I/O nets highlighted:
Scale bar: 50 um.
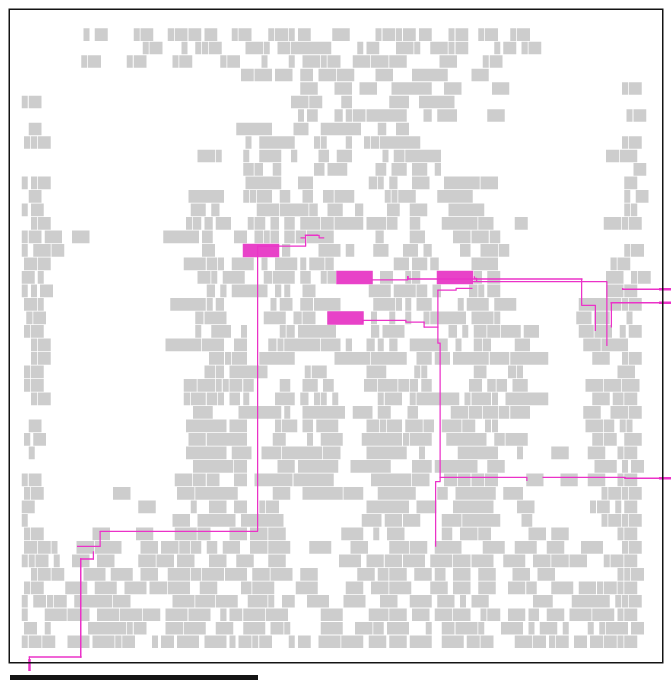
PDN straps and rails:
Scale bar: 50 um. Pins as bars on the die edge. Tap cells in gray.
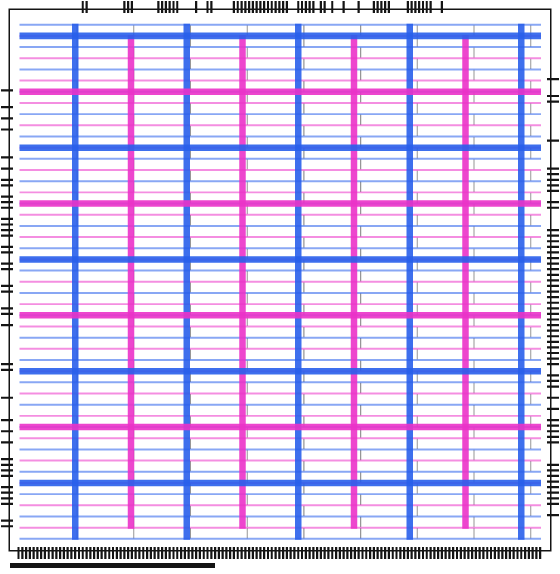
Wiring heat map:
26 x 26 tiles, from dark blue (low) to red (high), scaled to the fullest tile. Values are wire area over tile area, all layers added.
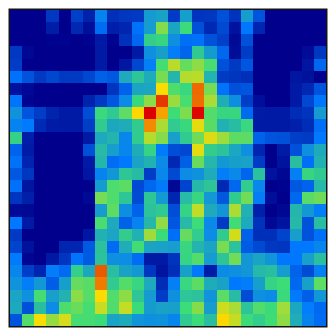
Placement by cell class:
Fill, decap, tap and diode cells in gray.
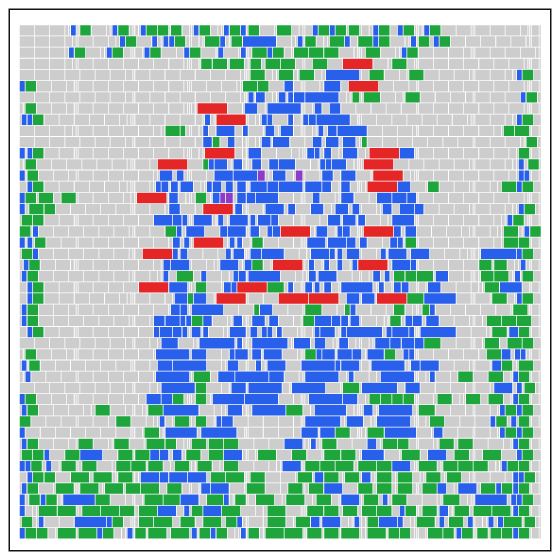
===== config.mk =====
export PLATFORM = sky130hd
export DESIGN_NAME = switch_allocator
export DESIGN_NICKNAME = d
export VERILOG_FILES = /design/src/rtl/noc_pkg.sv /design/src/rtl/switch_allocator_rr_arbiter.sv /design/src/rtl/switch_allocator.sv
export SDC_FILE = /design/constraint.sdc
export NUM_CORES = 1
export LEC_CHECK = 0
export CORE_MARGIN = 2
export CORE_UTILIZATION = 26
export CTS_BUF_LIST = sky130_fd_sc_hd__clkbuf_2
export CTS_CLUSTER_SIZE = 25
export DETAILED_ROUTE_END_ITERATION = 10
export GPL_TIMING_DRIVEN = 0
export PLACE_DENSITY = 0.62
export SETUP_SLACK_MARGIN = 0.02
export SLEW_MARGIN = 20
export SYNTH_ARGS = -nofsm -noshare
export SYNTH_HDL_FRONTEND = slang
export SYNTH_HIERARCHICAL = 1
export SYNTH_SLANG_ARGS = --single-unit
export TNS_END_PERCENT = 5

===== constraint.sdc =====
create_clock -name clk -period 3.58 [get_ports clk]
set_input_delay 0.716 -clock clk [delete_from_list [all_inputs] [get_ports clk]]
set_output_delay 0.716 -clock clk [all_outputs]
set_load 0.01 [all_outputs]

===== src/rtl/noc_pkg.sv =====
// Shared types and helpers for the router control slice.
package noc_pkg;

    // Per-output allocation state: free, or reserved for one packet.
    typedef enum logic {
        IDLE = 1'b0,
        BUSY = 1'b1
    } alloc_state_t;

    // Index width for an N-entry port set; never narrower than one bit.
    function automatic int idx_width(input int n);
        return (n > 1) ? $clog2(n) : 1;
    endfunction

    // Flit-type encoding carried in the flit header; bit 1 marks a tail.
    localparam logic [1:0] FLIT_HEAD      = 2'b00;
    localparam logic [1:0] FLIT_BODY      = 2'b01;
    localparam logic [1:0] FLIT_TAIL      = 2'b10;
    localparam logic [1:0] FLIT_HEAD_TAIL = 2'b11;

    // Upstream logic derives flit_tail from the flit type with this.
    function automatic logic is_tail(input logic [1:0] flit_type);
        return flit_type[1];
    endfunction

endpackage


===== src/rtl/switch_allocator_rr_arbiter.sv =====
// Combinational round-robin arbiter: picks the first request at or after
// the pointer, searching upward with wrap-around.
module rr_arbiter
    import noc_pkg::*;
#(
    parameter int N     = 4,
    parameter int PTR_W = idx_width(N)
) (
    input  logic [N-1:0]     req_i,
    input  logic [PTR_W-1:0] ptr_i,
    output logic [N-1:0]     grant_o,
    output logic [PTR_W-1:0] grant_idx_o,
    output logic             any_grant_o
);

    logic [PTR_W-1:0] idx;

    // Rotating priority scan starting at the pointer; first hit wins.
    always_comb begin
        grant_o     = '0;
        grant_idx_o = '0;
        any_grant_o = 1'b0;
        idx         = '0;
        for (int k = 0; k < N; k++) begin
            idx = PTR_W'((int'(ptr_i) + k) % N);
            if (!any_grant_o && req_i[idx]) begin
                any_grant_o  = 1'b1;
                grant_o[idx] = 1'b1;
                grant_idx_o  = idx;
            end
        end
    end

endmodule


===== src/rtl/switch_allocator.sv =====
// Switch allocator: per-output round-robin grant of head flits, path held
// until the owning packet's tail flit handshakes. All crossbar-facing
// outputs come straight from flops.
//
// Handshake: a flit transfers on input i in any cycle where valid_in[i] and
// ready_in[i] are both 1; valid without ready is a stall and transfers
// nothing. The allocator only observes this handshake, it never drives it.
module switch_allocator
    import noc_pkg::*;
#(
    parameter int INPUTS        = 4,
    parameter int OUTPUTS       = 4,
    parameter int REQUEST_WIDTH = 32
) (
    input  logic                                  clk,
    input  logic                                  rst_n,
    input  logic [INPUTS-1:0]                     req_valid,
    input  logic [INPUTS-1:0][REQUEST_WIDTH-1:0]  req_port,
    input  logic [INPUTS-1:0]                     flit_tail,
    input  logic [INPUTS-1:0]                     valid_in,
    input  logic [INPUTS-1:0]                     ready_in,
    output logic [OUTPUTS-1:0][REQUEST_WIDTH-1:0] routeSelect,
    output logic [OUTPUTS-1:0]                    outputBusy,
    output logic [INPUTS-1:0]                     PortReserved,
    output alloc_state_t [OUTPUTS-1:0]            fsm_state_o
);

    localparam int IDX_W = idx_width(INPUTS);

    alloc_state_t [OUTPUTS-1:0]            state_q, state_d;
    logic [OUTPUTS-1:0][IDX_W-1:0]         owner_q, owner_d;
    logic [OUTPUTS-1:0][IDX_W-1:0]         rr_ptr_q, rr_ptr_d;
    logic [INPUTS-1:0]                     reserved_q, reserved_d;

    logic [OUTPUTS-1:0][INPUTS-1:0]        eligible;
    logic [OUTPUTS-1:0][INPUTS-1:0]        grant_oh;
    logic [OUTPUTS-1:0][IDX_W-1:0]         grant_idx;
    logic [OUTPUTS-1:0]                    any_grant;
    logic [OUTPUTS-1:0]                    release_path;

    logic inv_ok;
    int   hits;

    // Eligibility: valid head, route matches this output at full width,
    // and the input does not already own a path. Out-of-range routes match
    // no output and are therefore never granted.
    always_comb begin
        eligible = '0;
        for (int o = 0; o < OUTPUTS; o++) begin
            for (int i = 0; i < INPUTS; i++) begin
                eligible[o][i] = req_valid[i]
                              && (req_port[i] == REQUEST_WIDTH'(o))
                              && !reserved_q[i];
            end
        end
    end

    for (genvar g = 0; g < OUTPUTS; g++) begin : g_arb
        rr_arbiter #(
            .N     (INPUTS),
            .PTR_W (IDX_W)
        ) u_arb (
            .req_i       (eligible[g]),
            .ptr_i       (rr_ptr_q[g]),
            .grant_o     (grant_oh[g]),
            .grant_idx_o (grant_idx[g]),
            .any_grant_o (any_grant[g])
        );
    end

    // Tail handshake on the owning input frees the path.
    always_comb begin
        release_path = '0;
        for (int o = 0; o < OUTPUTS; o++) begin
            release_path[o] = (state_q[o] == BUSY)
                           && valid_in[owner_q[o]]
                           && ready_in[owner_q[o]]
                           && flit_tail[owner_q[o]];
        end
    end

    // Next-state logic for every per-output FSM.
    always_comb begin
        state_d = state_q;
        for (int o = 0; o < OUTPUTS; o++) begin
            case (state_q[o])
                IDLE:    if (any_grant[o])    state_d[o] = BUSY;
                BUSY:    if (release_path[o]) state_d[o] = IDLE;
                default:                      state_d[o] = IDLE;
            endcase
        end
    end

    // Owner, pointer and reservation updates driven by grants and releases.
    // A released input cannot be granted elsewhere in the same cycle because
    // it is still reserved, so set and clear never collide on one bit.
    always_comb begin
        owner_d    = owner_q;
        rr_ptr_d   = rr_ptr_q;
        reserved_d = reserved_q;
        for (int o = 0; o < OUTPUTS; o++) begin
            if (state_q[o] == IDLE && any_grant[o]) begin
                owner_d[o]                = grant_idx[o];
                rr_ptr_d[o]               = (grant_idx[o] == IDX_W'(INPUTS - 1))
                                            ? '0 : grant_idx[o] + 1'b1;
                reserved_d[grant_idx[o]]  = 1'b1;
            end else if (release_path[o]) begin
                owner_d[o]                = '0;
                reserved_d[owner_q[o]]    = 1'b0;
            end
        end
    end

    // State register; synchronous reset discards any in-flight packet.
    always_ff @(posedge clk) begin
        if (!rst_n) begin
            for (int o = 0; o < OUTPUTS; o++) begin
                state_q[o]  <= IDLE;
                owner_q[o]  <= '0;
                rr_ptr_q[o] <= '0;
            end
            reserved_q <= '0;
        end else begin
            state_q    <= state_d;
            owner_q    <= owner_d;
            rr_ptr_q   <= rr_ptr_d;
            reserved_q <= reserved_d;
        end
    end

    // Crossbar-facing outputs are pure flop decodes, so selects never glitch.
    always_comb begin
        for (int o = 0; o < OUTPUTS; o++) begin
            routeSelect[o] = REQUEST_WIDTH'(owner_q[o]);
            outputBusy[o]  = (state_q[o] == BUSY);
        end
        PortReserved = reserved_q;
        fsm_state_o  = state_q;
    end

    // Reservation invariant: an input is reserved iff exactly one busy
    // output selects it.
    always_comb begin
        inv_ok = 1'b1;
        hits   = 0;
        for (int i = 0; i < INPUTS; i++) begin
            hits = 0;
            for (int o = 0; o < OUTPUTS; o++) begin
                if (state_q[o] == BUSY && owner_q[o] == IDX_W'(i)) hits = hits + 1;
            end
            if (reserved_q[i] != (hits == 1)) inv_ok = 1'b0;
        end
    end

    // Flag any break of the reservation invariant while out of reset.
    always_ff @(posedge clk) begin
        if (rst_n) begin
            assert (inv_ok) else $error("switch_allocator: reservation invariant violated");
        end
    end

endmodule


==> impl_metrics.env <==
# implementation run metrics
export IMPL_drv_max_cap_violation_count=0
export IMPL_fillCellCount=1577
export IMPL_floorplan_core_area_um2=15890
export IMPL_setup_ws_final_ns=0.04331
export IMPL_cts_root_buffer="sky130_fd_sc_hd__clkbuf_2"
export IMPL_path_clk_slew_ns=0.22
export IMPL_final_layout_net_count=986
export IMPL_timing_critical_path_from_type="input pin"
export IMPL_area_growth_pct=75.40
export IMPL_stage_log_warnings=44
export IMPL_clock_sinks=24
export IMPL_clock_path_buffers=2
export IMPL_synthCells=498
export IMPL_fin_cells=1036
export IMPL_min_path_cells=2
export IMPL_tritoncts="yes"
export IMPL_cp_required_ns=3.83
export IMPL_num_rows=46
export IMPL_ratio_of_cells_with_drive_above_1_in_the_final_layout_pct=33.82
export IMPL_grt_setup_unrepaired="yes"
export IMPL_grt_first_pass_wirelength_um=21390
export IMPL_crit_type="in2reg"
export IMPL_cell_area_power_density_nw_per_um2=102.9
export IMPL_routed_via_count=4455
export IMPL_period_needed_ns=3.537
export IMPL_grt_use_total_pct=15.04
export IMPL_dieArea_um2=17270
export IMPL_comb_area_um2=3443
export IMPL_final_seq_area_um2=480.5
export IMPL_cts_htree_levels=1
export IMPL_clk_insertion_delay_late_ns=0.35
export IMPL_outcome="complete, no violations"
export IMPL_timing_reg2reg_worst_path_depth=14
export IMPL_final_common_cell="sky130_fd_sc_hd__buf_4"
export IMPL_hold_path_endpoint="rr_ptr_q[6]"
export IMPL_routed_wl_um=14500
export IMPL_critical_path_endpoint_type="flop"
export IMPL_syn_mean_instance_area_um2=8.477
export IMPL_post_synth_instance_area_um2=4222
export IMPL_wl_per_cell_um=13.99
export IMPL_grt_pass1_vias=4039
export IMPL_dp_cells=998
export IMPL_detail_route_antenna_nets=0
export IMPL_io_pins=286
export IMPL_r2r_setup_slack_ns=0.32
export IMPL_critical_path_peak_fanout=4
export IMPL_final_hold_viol_count=0
export IMPL_avgViaCountPerCell=4.300
export IMPL_timing_critical_path_arrival_ns=3.79
export IMPL_post_dp_hpwl_um=11800
export IMPL_drt_first_pass_iters=4
export IMPL_finClkSkew_ns=0.02265
export IMPL_finalSetupViolCount=0
export IMPL_total_leakage_power_nw=3.466
export IMPL_number_of_remaining_drc_errors=0
export IMPL_timing_final_crit_share_pct=98.79
export IMPL_power_ir_vdd_worst_v=0.00009822
export IMPL_die_boundary_width_um=131.4
-- 'I/O nets highlighted' (at the start) --
color	port	bits	direction	edge	end cells	wire
magenta	PortReserved	4	output	3 right, 1 bottom	4	389 um

-- 'PDN straps and rails' (at the start) --
color	net
magenta	VDD
blue	VSS
met5 straps	9
met4 straps	9
rows	46
signal pins	286
met1 rails	47

-- 'wiring heat map' (at the start) --
nearly empty tiles	20%
tiles over half the peak	14%
emptiest ninth of the die	upper left
mean over tiles	0.13
fullest tile	0.50

-- 'placement by cell class' (at the start) --
color	class	cells
purple	clock drivers and dummy loads	4
red	flip-flops	24
blue	all other logic	451
green	other buffers and delay cells	340

sequential cells by signal, indices dropped and copies added, names as in the netlist:
register,cells
routeSelect,8
fsm_state_o,4
PortReserved,4
rr_ptr_q,8
critical path, stage by stage:
cell	delay (ns)
sky130_fd_sc_hd__clkdlybuf4s50_1	0.40
sky130_fd_sc_hd__nor4b_2	0.16
sky130_fd_sc_hd__nand4_1	0.09
sky130_fd_sc_hd__buf_4	0.16
sky130_fd_sc_hd__nor4_4	0.06
sky130_fd_sc_hd__buf_4	0.15
sky130_fd_sc_hd__mux4_2	0.52
sky130_fd_sc_hd__nor4_1	0.34
sky130_fd_sc_hd__nor2_1	0.09
sky130_fd_sc_hd__a32o_2	0.26
sky130_fd_sc_hd__ha_2	0.18
sky130_fd_sc_hd__and3b_2	0.22
sky130_fd_sc_hd__or2_0	0.21
sky130_fd_sc_hd__a31oi_1	0.16
sky130_fd_sc_hd__a21oi_1	0.08
power by group:
part / switching [W] / leakage [nW] / total [W] / internal (W)
logic: 0.000146 / 3.26 / 0.000383 / 0.000237
clock network: 0.0000860 / 0.0140 / 0.000110 / 0.0000243
registers: 0.000000000000302 / 0.193 / 0.000268 / 0.000268
timing repair:
action                                  in CTS  in global routing
pin swaps                                   20                 41
endpoints found under the setup margin      18                  9
gates cloned                                 0                  0
setup buffers                               16                 17
gates resized                               48                 97
layer usage:
layer  up-vias  GRT usage [%]  wire length, um
met5         -              0                0
met4         0         0.9662               68
met3         8          2.623              720
met2       144          27.55             7562
met1      2061          19.21             6144
li1       2242              -                -
area by class of cell:
type,count,area share (%)
sequential,24,6.489
tap,216,3.650
clock inverter,1,0.05069
antenna,1,0.03380
timing repair buffer,198,27.36
multi-input combinational,426,46.50
clock buffer,3,0.2028
buffer,142,14.45
inverter,25,1.267
metrics by stage:
stage	power (W)	instance area [um^2]	hold slack (ns)	setup TNS [ns]	utilization, %
2_1_floorplan	0.0004513	4668	0.4812	0	-
3_3_place_gp	0.0006288	6590	0.4987	-16.22	41.49
3_5_place_dp	0.0006293	6590	0.4995	-16.83	41.49
4_1_cts	0.0007542	6973	0.5440	0	43.90
5_1_grt	0.0008013	7402	0.5869	-0.2279	46.60
6_report	0.0007616	7405	0.5408	0	46.61
worst max path at each step:
stage	from	end	slack [ns]	cells after the start
final	req_valid[0]	PortReserved[2]	0.04	15
after global routing	req_port[18]	PortReserved[2]	-0.09	16
after CTS	req_port[113]	PortReserved[0]	0.02	16
after detailed placement	req_port[35]	PortReserved[2]	-1.39	14
after global placement	req_port[35]	PortReserved[2]	-1.39	14
after floorplan	req_port[90]	PortReserved[2]	0.04	13
Power is estimated from default activity; no workload was simulated.
